==> src/rtl/writeback_arbiter.sv <==
// Writeback arbiter: merges the 1-cycle ALU result and buffered load results onto the single register-file write port.
// Optional define WB_PENDING_CHECK_EN adds ChkRS/ChkRT -> PendRS/PendRT pending-write lookups for decode stalls.
module writeback_arbiter #(
    parameter int DATA_W = 24,
    parameter int ADDR_W = 4,
    parameter int DEPTH  = 4
) (
    input  logic              Clock,
    input  logic              Reset,
    input  logic              AluValid,
    input  logic [ADDR_W-1:0] AluRD,
    input  logic [DATA_W-1:0] AluData,
    input  logic              LoadValid,
    input  logic [ADDR_W-1:0] LoadRD,
    input  logic [DATA_W-1:0] LoadData,
    output logic              LoadReady,
    output logic              RegWrite,
    output logic [ADDR_W-1:0] RD,
    output logic [DATA_W-1:0] WriteData
`ifdef WB_PENDING_CHECK_EN
    ,
    input  logic [ADDR_W-1:0] ChkRS,
    input  logic [ADDR_W-1:0] ChkRT,
    output logic              PendRS,
    output logic              PendRT
`endif
);

    localparam int PTR_W = $clog2(DEPTH);
    localparam logic [PTR_W:0] DEPTH_C = (PTR_W + 1)'(DEPTH);

    logic [ADDR_W-1:0] fifo_rd_q   [DEPTH];
    logic [ADDR_W-1:0] fifo_rd_d   [DEPTH];
    logic [DATA_W-1:0] fifo_data_q [DEPTH];
    logic [DATA_W-1:0] fifo_data_d [DEPTH];
    logic [DEPTH-1:0]  fifo_kill_q, fifo_kill_d;
    logic [PTR_W-1:0]  wptr_q, wptr_d, rptr_q, rptr_d;
    logic [PTR_W:0]    count_q, count_d;
    logic              reg_write_q, reg_write_d;
    logic [ADDR_W-1:0] rd_q, rd_d;
    logic [DATA_W-1:0] wdata_q, wdata_d;

    logic load_acc, push, push_kill, pop;

    assign LoadReady = !Reset && (count_q < DEPTH_C);
    assign load_acc  = LoadValid && LoadReady;

    always_comb begin
        fifo_rd_d   = fifo_rd_q;
        fifo_data_d = fifo_data_q;
        fifo_kill_d = fifo_kill_q;
        wptr_d      = wptr_q;
        rptr_d      = rptr_q;
        count_d     = count_q;
        reg_write_d = 1'b0;
        rd_d        = rd_q;
        wdata_d     = wdata_q;
        push        = 1'b0;
        push_kill   = 1'b0;
        pop         = 1'b0;

        if (AluValid) begin
            reg_write_d = 1'b1;
            rd_d        = AluRD;
            wdata_d     = AluData;
            // The ALU write is newer than anything buffered: older loads to the same register must not land.
            for (int i = 0; i < DEPTH; i++) begin
                if (fifo_rd_q[i] == AluRD) fifo_kill_d[i] = 1'b1;
            end
            push      = load_acc;
            push_kill = (LoadRD == AluRD);
        end else if (count_q != '0) begin
            pop         = 1'b1;
            reg_write_d = !fifo_kill_q[rptr_q];
            if (!fifo_kill_q[rptr_q]) begin
                rd_d    = fifo_rd_q[rptr_q];
                wdata_d = fifo_data_q[rptr_q];
            end
            push = load_acc;
        end else if (load_acc) begin
            reg_write_d = 1'b1;
            rd_d        = LoadRD;
            wdata_d     = LoadData;
        end

        if (push) begin
            fifo_rd_d[wptr_q]   = LoadRD;
            fifo_data_d[wptr_q] = LoadData;
            fifo_kill_d[wptr_q] = push_kill;
            wptr_d              = wptr_q + 1'b1;
        end
        if (pop) rptr_d = rptr_q + 1'b1;
        count_d = count_q + (PTR_W + 1)'(push) - (PTR_W + 1)'(pop);
    end

    always_ff @(posedge Clock) begin
        if (Reset) begin
            for (int i = 0; i < DEPTH; i++) begin
                fifo_rd_q[i]   <= '0;
                fifo_data_q[i] <= '0;
            end
            fifo_kill_q <= '0;
            wptr_q      <= '0;
            rptr_q      <= '0;
            count_q     <= '0;
            reg_write_q <= 1'b0;
            rd_q        <= '0;
            wdata_q     <= '0;
        end else begin
            fifo_rd_q   <= fifo_rd_d;
            fifo_data_q <= fifo_data_d;
            fifo_kill_q <= fifo_kill_d;
            wptr_q      <= wptr_d;
            rptr_q      <= rptr_d;
            count_q     <= count_d;
            reg_write_q <= reg_write_d;
            rd_q        <= rd_d;
            wdata_q     <= wdata_d;
        end
    end

    assign RegWrite  = reg_write_q;
    assign RD        = rd_q;
    assign WriteData = wdata_q;

`ifdef WB_PENDING_CHECK_EN
    logic pend_rs, pend_rt;
    logic [PTR_W-1:0] offset;
    logic live;

    // An entry is occupied when its distance from the read pointer is below the count.
    always_comb begin
        pend_rs = 1'b0;
        pend_rt = 1'b0;
        offset  = '0;
        live    = 1'b0;
        for (int i = 0; i < DEPTH; i++) begin
            offset = PTR_W'(i) - rptr_q;
            live   = ({1'b0, offset} < count_q) && !fifo_kill_q[i];
            if (live && (fifo_rd_q[i] == ChkRS)) pend_rs = 1'b1;
            if (live && (fifo_rd_q[i] == ChkRT)) pend_rt = 1'b1;
        end
    end

    assign PendRS = !Reset && pend_rs;
    assign PendRT = !Reset && pend_rt;
`endif

endmodule
==> config.mk <==
export PLATFORM = sky130hd
export DESIGN_NAME = writeback_arbiter
export DESIGN_NICKNAME = d
export VERILOG_FILES = /design/src/rtl/writeback_arbiter.sv
export SDC_FILE = /design/constraint.sdc
export NUM_CORES = 1
export LEC_CHECK = 0
export ABC_AREA = 1
export CAP_MARGIN = 10
export CORE_MARGIN = 8
export CORE_UTILIZATION = 40
export DETAILED_ROUTE_END_ITERATION = 8
export GPL_TIMING_DRIVEN = 0
export PLACE_DENSITY = 0.64
export SETUP_SLACK_MARGIN = 0.4
export SLEW_MARGIN = 20
export SYNTH_ARGS = -nofsm -noshare
export SYNTH_HDL_FRONTEND = slang
export SYNTH_SLANG_ARGS = --single-unit
==> constraint.sdc <==
create_clock -name Clock -period 5.92 [get_ports Clock]
set_input_delay 1.776 -clock Clock [delete_from_list [all_inputs] [get_ports Clock]]
set_output_delay 1.776 -clock Clock [all_outputs]
set_load 0.02 [all_outputs]
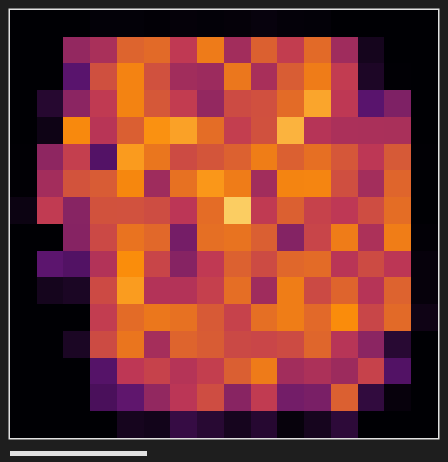
Fig. 1. Cell area per tile (run 1).
Scale bar: 50 um. The die is cut into 16 by 16 equal tiles; black is low, pale yellow is high, 0 to 100% covered.
The densest ninth of the die: centre. 3.9% of the tiles are over 75% full. 24% of the tiles are nearly empty.
Final Util: 49.7%
Core Footprint: 19400 sq um
floorplan core density: 40.7%

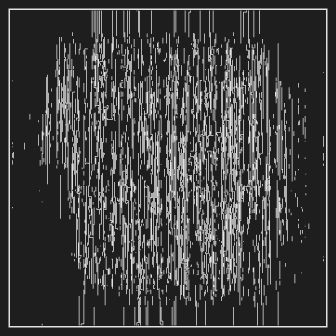
Fig. 2. Metal 2 (run 1).
The layer carries 11600 um of wire. 1008 nets have wire on it. The wires run mostly vertical. The longest straight run is 65.3 um. The layer holds 44% of the routed length.
via count: 8163
routing usage on met2: 33.3%

==> reports/results.tsv, run 1 <==
metric	value	unit
status	finished clean	
total_power	0.00377	W
port_buffers	86	
clock_latency	0.44	ns
diodes	0	
root_buffer	clkbuf_16	
netlist_logic_family_top	simple AND/OR/NAND/NOR gates	
ys_sh_xor	0.777	%
mux_share	0	%
dpl.hpwl	18300	um
skew	0.00892	ns
ir_worst_vdd	0.224	mV
yosysTopAreaCell	dfxtp_1	
area_delta_synth_final	22.3	%
hold_viol	0	
flop_cell	dfxtp_1	
cp_max_fo	6	
htree_levels	4	
fin_setup_tns	0	ns
critPathArrivalTime	3.11	ns
cellPowerDensity	391	nW/um^2
viasPerCell	4.84	
ys_seq_share	38.6	%
grt_max_degree	17	
yosys-top-cells-count	nand2_1, nor2_1, dfxtp_1	
overflow	0	
hp-class	reg2reg	
critPathCaptureType	output pin	
clkSinkCount	152	
logic_area	3920	sq um
path_clk_slew	0.07	ns
drv_slew	0	
setup_viol	0	
critPathKind	in2out	
chip_area	24500	sq um
ys_area	7890	sq um
drt_first_pass_iters	5	
synth_nets	1369	
ys_sh_simple	39.2	%
ys_cells	1303	
io_pins	90	
synth_cell_type_count	27	
antenna_found_initial	0	
synth-edff-count	0	
cp.required	4.14	ns
nets	1474	
ys_sh_aoi	8.61	%
ant_nets	0	
cts-resized-gates	0	
yosysWarnings	0	
syn_inst	1303	
drive_gt1_share	5.21	%
most_common_cell	nand2_1	
finalCritPeriodShare	82.6	%
syn_area	7890	sq um
drc	0	
warnings	29	
flop_area	3040	sq um
rows	51	
topCellsByArea	dfxtp_1, nand2_1, nor2_1	
wirelength	26200	um
drt_iter0_drc	668	
ys_ff	152	
cts_made_buffers	17	
grt_pass1_wl	41200	um
dieWidth	156	um
adder_share	1.05	%
postCtsHoldBufs	0	
avgSynthCellArea	6.05	sq um
async_reset_ff_share	0	%
rsz0062_at_grt	false	
slew_headroom	50.8	%
p_leak	4.65	nW
tightest_slew	0.738	ns
fill_cells	2112	
start_kind	input port	
drv_cap	0	
grt_pass1_vias	7509	
cts_tree	done	
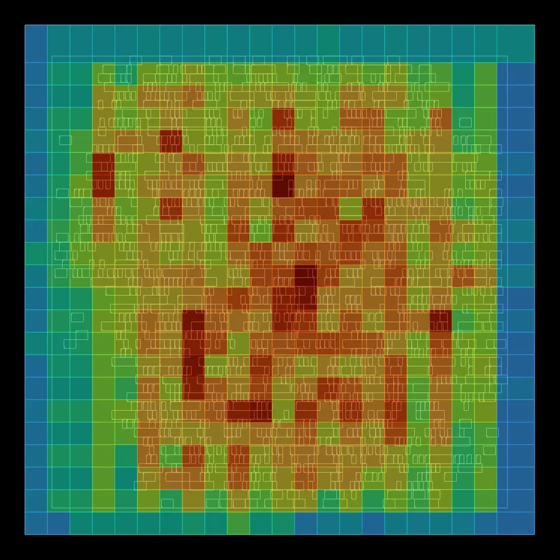
Fig. 3. Routing congestion (run 1).
busiest layer in global routing: met2
WL/cell: 15.6 um
routing usage on met1: 29.1%
met3 Track Usage GR: 4.30%
GRT Overall Usage: 21.6%

## run 1: cell families after synthesis
group                      Yosys count
buffers and inverters              223
and+or+nand+nor                    781
AOI/OAI and AO/OA                  134
xor gates and xnor gates             7
adders and majority gates            6
DFF                                152
## run 1: critical path, stage by stage
cell	delay, ns
clkdlybuf4s50_1	0.53
nor2_2	0.19
clkdlybuf4s50_1	0.62
## run 1: per-stage QoR
step                cell area, sq um  util (%)  setup WS [ns]  cells  hold WS [ns]
detailed placement              9080      46.8           1.03   1654         0.464
global placement                9080      46.8           1.02   1654         0.451
global route                    9650      49.7          0.992   1686         0.513
floorplan                       7890         -           2.13   1303         0.439
finish                          9650      49.7           1.03   1686         0.483
CTS                             9650      49.7           1.03   1686         0.479
## run 1: routing by layer
metal | vias to the layer above | share of wire [%] | global-route usage (%)
li1 | 4161 | - | -
met1 | 3697 | 47 | 29.1
met2 | 268 | 44 | 33.3
met3 | 37 | 6.7 | 4.30
met4 | 0 | 2.5 | 8.01
met5 | - | 0 | 0
## run 1: where the power goes
part	total, W	switching (W)	internal, W	leakage [nW]
clock	0.00107	0.000483	0.000587	0.265
sequential	0.00125	0.0000757	0.00117	1.24
combinational	0.00146	0.000952	0.000505	3.14
total	0.00377	0.00151	0.00226	4.65
## run 1: layout make-up
class,instances,area share [%]
inverters,140,5.45
well taps,265,3.44
plain buffers,83,4.18
repair buffers,86,8.92
flip-flops and latches,152,31.5
multi-input cells,928,40.6
clock inverters,15,1.47
clock buffers,17,4.41
## run 1: cells in the final DEF, fill, tap and decap left out, drive strengths merged, types with 3 or more instances in the layout
cell           Yosys  routed
nand2            401     401
nor2             312     312
dfxtp            152     152
inv              139     146
o21ai            124     124
clkdlybuf4s50      0      86
clkbuf            41      58
buf               42      42
nand3             37      37
nand4             30      30
a21oi              8       8
xnor2              5       5
ha                 5       5
clkinvlp           0       5
clkinv             1       3
## run 1: final timing paths
path / start / to / slack [ns] / depth (start not counted)
max: Reset / LoadReady / 1.03 / 3
min reg2reg: fifo_kill_q[0] / fifo_kill_q[0] / 0.48 / 2
min: fifo_kill_q[0] / fifo_kill_q[0] / 0.48 / 2
max reg2reg: count_q[2] / count_q[2] / 3.41 / 7
## run 1: state kept, by name, summed over array words and instances (netlist names)
signal       count
count_q          3
fifo_data_q     96
WriteData       24
RD               4
fifo_kill_q      4
fifo_rd_q       16
wptr_q           2
RegWrite         1
rptr_q           2
==> inputs of run 2 (changes only) <==
- clock period: 5.92 -> 5 ns (I/O delays scaled with it)
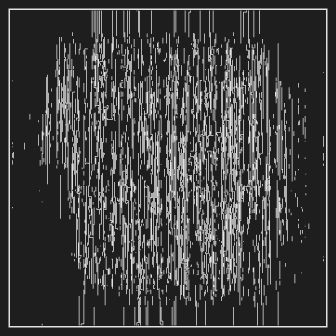
Fig. 4. Metal 2 (run 2).
The wires run mostly vertical. The layer holds 44% of the routed length. The layer carries 11600 um of wire. 1008 nets have wire on it. The longest straight run is 65.3 um.
WL final: 26200 um

==> reports/results.tsv, run 2 <==
metric	value	unit	change
drv_slew	0		unchanged
dpl.hpwl	18300	um	unchanged
gr-usage-met1	29.1	%	unchanged
min_period	4.34	ns	
flop_cell	dfxtp_1		
ys_ff	152		unchanged
grt_pass1_wl	41200	um	unchanged
critPathMostFrequentCell	clkdlybuf4s50_1		
diodes	0		unchanged
clock.fmax	231	MHz	
synth-edff-count	0		unchanged
drv_cap	0		unchanged
critPathCaptureType	output pin		
critPathArrivalTime	2.84	ns	-0.27 ns
fin_setup_tns	0	ns	unchanged
timing.rr.end	count_q[2]		
use_met3	4.30	%	unchanged
dieHeight	156	um	
hold_depth	2		unchanged
syn_area	7890	sq um	unchanged
post-cts-setup-buffer-count	0		
rows	51		unchanged
avgSynthCellArea	6.05	sq um	unchanged
tightest_slew	0.738	ns	unchanged
antenna_found_initial	0		unchanged
min-delay-start	fifo_kill_q[0]		
fin_ws	0.662	ns	-0.368 ns
crit_path_cell_trace	clkdlybuf4s50_1 > nor2_2 > clkdlybuf4s50_1		
grt_util_met2	33.3	%	unchanged
ys_area	7890	sq um	unchanged
drive_gt1_share	5.21	%	unchanged
ys_seq_share	38.6	%	unchanged
clock_path_buffers	2		
overflow	0		unchanged
hold_viol	0		unchanged
yosys-top-cells-count	nand2_1, nor2_1, dfxtp_1		
largest_register_ffs	96		unchanged
finalCritPeriodShare	86.8	%	
cellPowerDensity	463	nW/um^2	+18%
fin_hold_ws	0.483	ns	unchanged
reg2reg_slack	2.49	ns	-0.92 ns
clkSinkCount	152		unchanged
yosysWarnings	0		unchanged
syn_inst	1303		unchanged
p_leak	4.65	nW	unchanged
async_reset_ff_share	0	%	unchanged
ys_cells	1303		unchanged
chip_area	24500	sq um	unchanged
path_clk_slew	0.07	ns	about the same
viasPerCell	4.84		unchanged
r2r_cells	7		unchanged
fill_cells	2112		unchanged
ant_nets	0		unchanged
root_buffer	clkbuf_16		
layout_top_cell	nand2_1		
synth_cell_type_count	27		unchanged
port_buffers	86		unchanged
skew	0.00892	ns	unchanged
ir_worst_vdd	0.265	mV	+18%
warnings	29		unchanged
dr_total_vias	8163		unchanged
grt_max_degree	17		unchanged
nets	1474		unchanged
topCellsByArea	dfxtp_1, nand2_1, nor2_1		
critPathKind	in2out		
drt_iter0_drc	668		unchanged
pre_cts_ws	0.663	ns	-0.368 ns
wl_per_cell	15.6	um	unchanged
slew_headroom	50.8	%	unchanged
cts-resized-gates	0		unchanged
cp_max_fo	6		unchanged
slowest_delay	0.62	ns	about the same
grt_pass1_vias	7509		unchanged
setup_viol	0		unchanged
status	finished clean		
total_power	0.00447	W	+18%
cts_tree	done		
hold_end	fifo_kill_q[0]		
regMostFlops	fifo_data_q		
fin_cells	1686		unchanged
core	19400	sq um	unchanged
cpMaxStageDelayCell	clkdlybuf4s50_1		
yosysTopAreaCell	dfxtp_1		
most-common-layout-cells	nand2_1, nor2_1, dfxtp_1		
drt_first_pass_iters	5		unchanged
htree_levels	4		unchanged
reg2reg_from	count_q[2]		
dieWidth	156	um	unchanged
routabilityCongestion	0.907		
dp_cells	1654		unchanged
postCtsHoldBufs	0		unchanged
start_kind	input port		
most_common_cell	nand2_1		
rsz0062_at_grt	false		
cts_made_buffers	17		unchanged
io_pins	90		unchanged
synth_nets	1369		unchanged
grt.total_usage	21.6	%	unchanged
hp-class	reg2reg		
busiest_layer	met2		
yosysTopAreaCellShare	38.6	%	
drc	0		unchanged
clock_latency	0.44	ns	about the same
core_util_floorplan	40.7	%	unchanged
cp.required	3.50	ns	-0.64 ns
area_delta_synth_final	22.3	%	unchanged
[run 2: cell counts in the layout (fill, tap and decap cells not counted)]
No cell type changed its count.
[run 2: power by group]
group / switching [W] / internal, W / total (W)
combinational: 0.00113 / 0.000598 / 0.00172
clock: 0.000572 / 0.000695 / 0.00127
sequential: 0.0000896 / 0.00139 / 0.00148
total: 0.00179 / 0.00268 / 0.00447
[run 2: how the worst max path moves through the flow]
| stage | slack (ns) | end | from | depth (start not counted) |
|---|---|---|---|---|
| finish | 0.66 | LoadReady | Reset | 3 |
| global route | 0.62 | LoadReady | Reset | 3 |
| CTS | 0.66 | LoadReady | Reset | 3 |
| detailed placement | 0.66 | LoadReady | Reset | 3 |
| global placement | 0.66 | LoadReady | Reset | 3 |
| floorplan | 1.76 | LoadReady | Reset | 1 |
[run 2: layout make-up]
cell class / count / area, sq um / share of cell area (%)
Buffer: 83 / 403 / 4.18
Clock buffer: 17 / 425 / 4.41
Clock inverter: 15 / 141 / 1.47
Inverter: 140 / 526 / 5.45
Multi-Input combinational cell: 928 / 3920 / 40.6
Sequential cell: 152 / 3040 / 31.5
Tap cell: 265 / 332 / 3.44
Timing Repair Buffer: 86 / 861 / 8.92
[run 2: layer usage]
layer	vias up	part of all wire [%]
li1	4161	-
met2	268	44
met5	-	0
met1	3697	47
met3	37	6.7
met4	0	2.5
[run 2: logic make-up after synthesis]
kind of cell	synth area share (%)
DFF	38.6
buffers and inverters	11.8
xor gates and xnor gates	0.777
and+or+nand+nor	39.2
AOI/OAI and AO/OA	8.61
adders and majority gates	1.05
[run 2: through the flow]
step                utilization (%)  cell area (sq um)
floorplan                         -               7890
global placement               46.8               9080
detailed placement             46.8               9080
CTS                            49.7               9650
global route                   49.7               9650
finish                         49.7               9650
[run 2: worst max-delay path, delay by kind of cell]
kind | cells | cell delay, ns
and+or+nand+nor | 1 | 0.19
buffers and inverters | 2 | 1.15
Power and IR drop assume default switching activity.
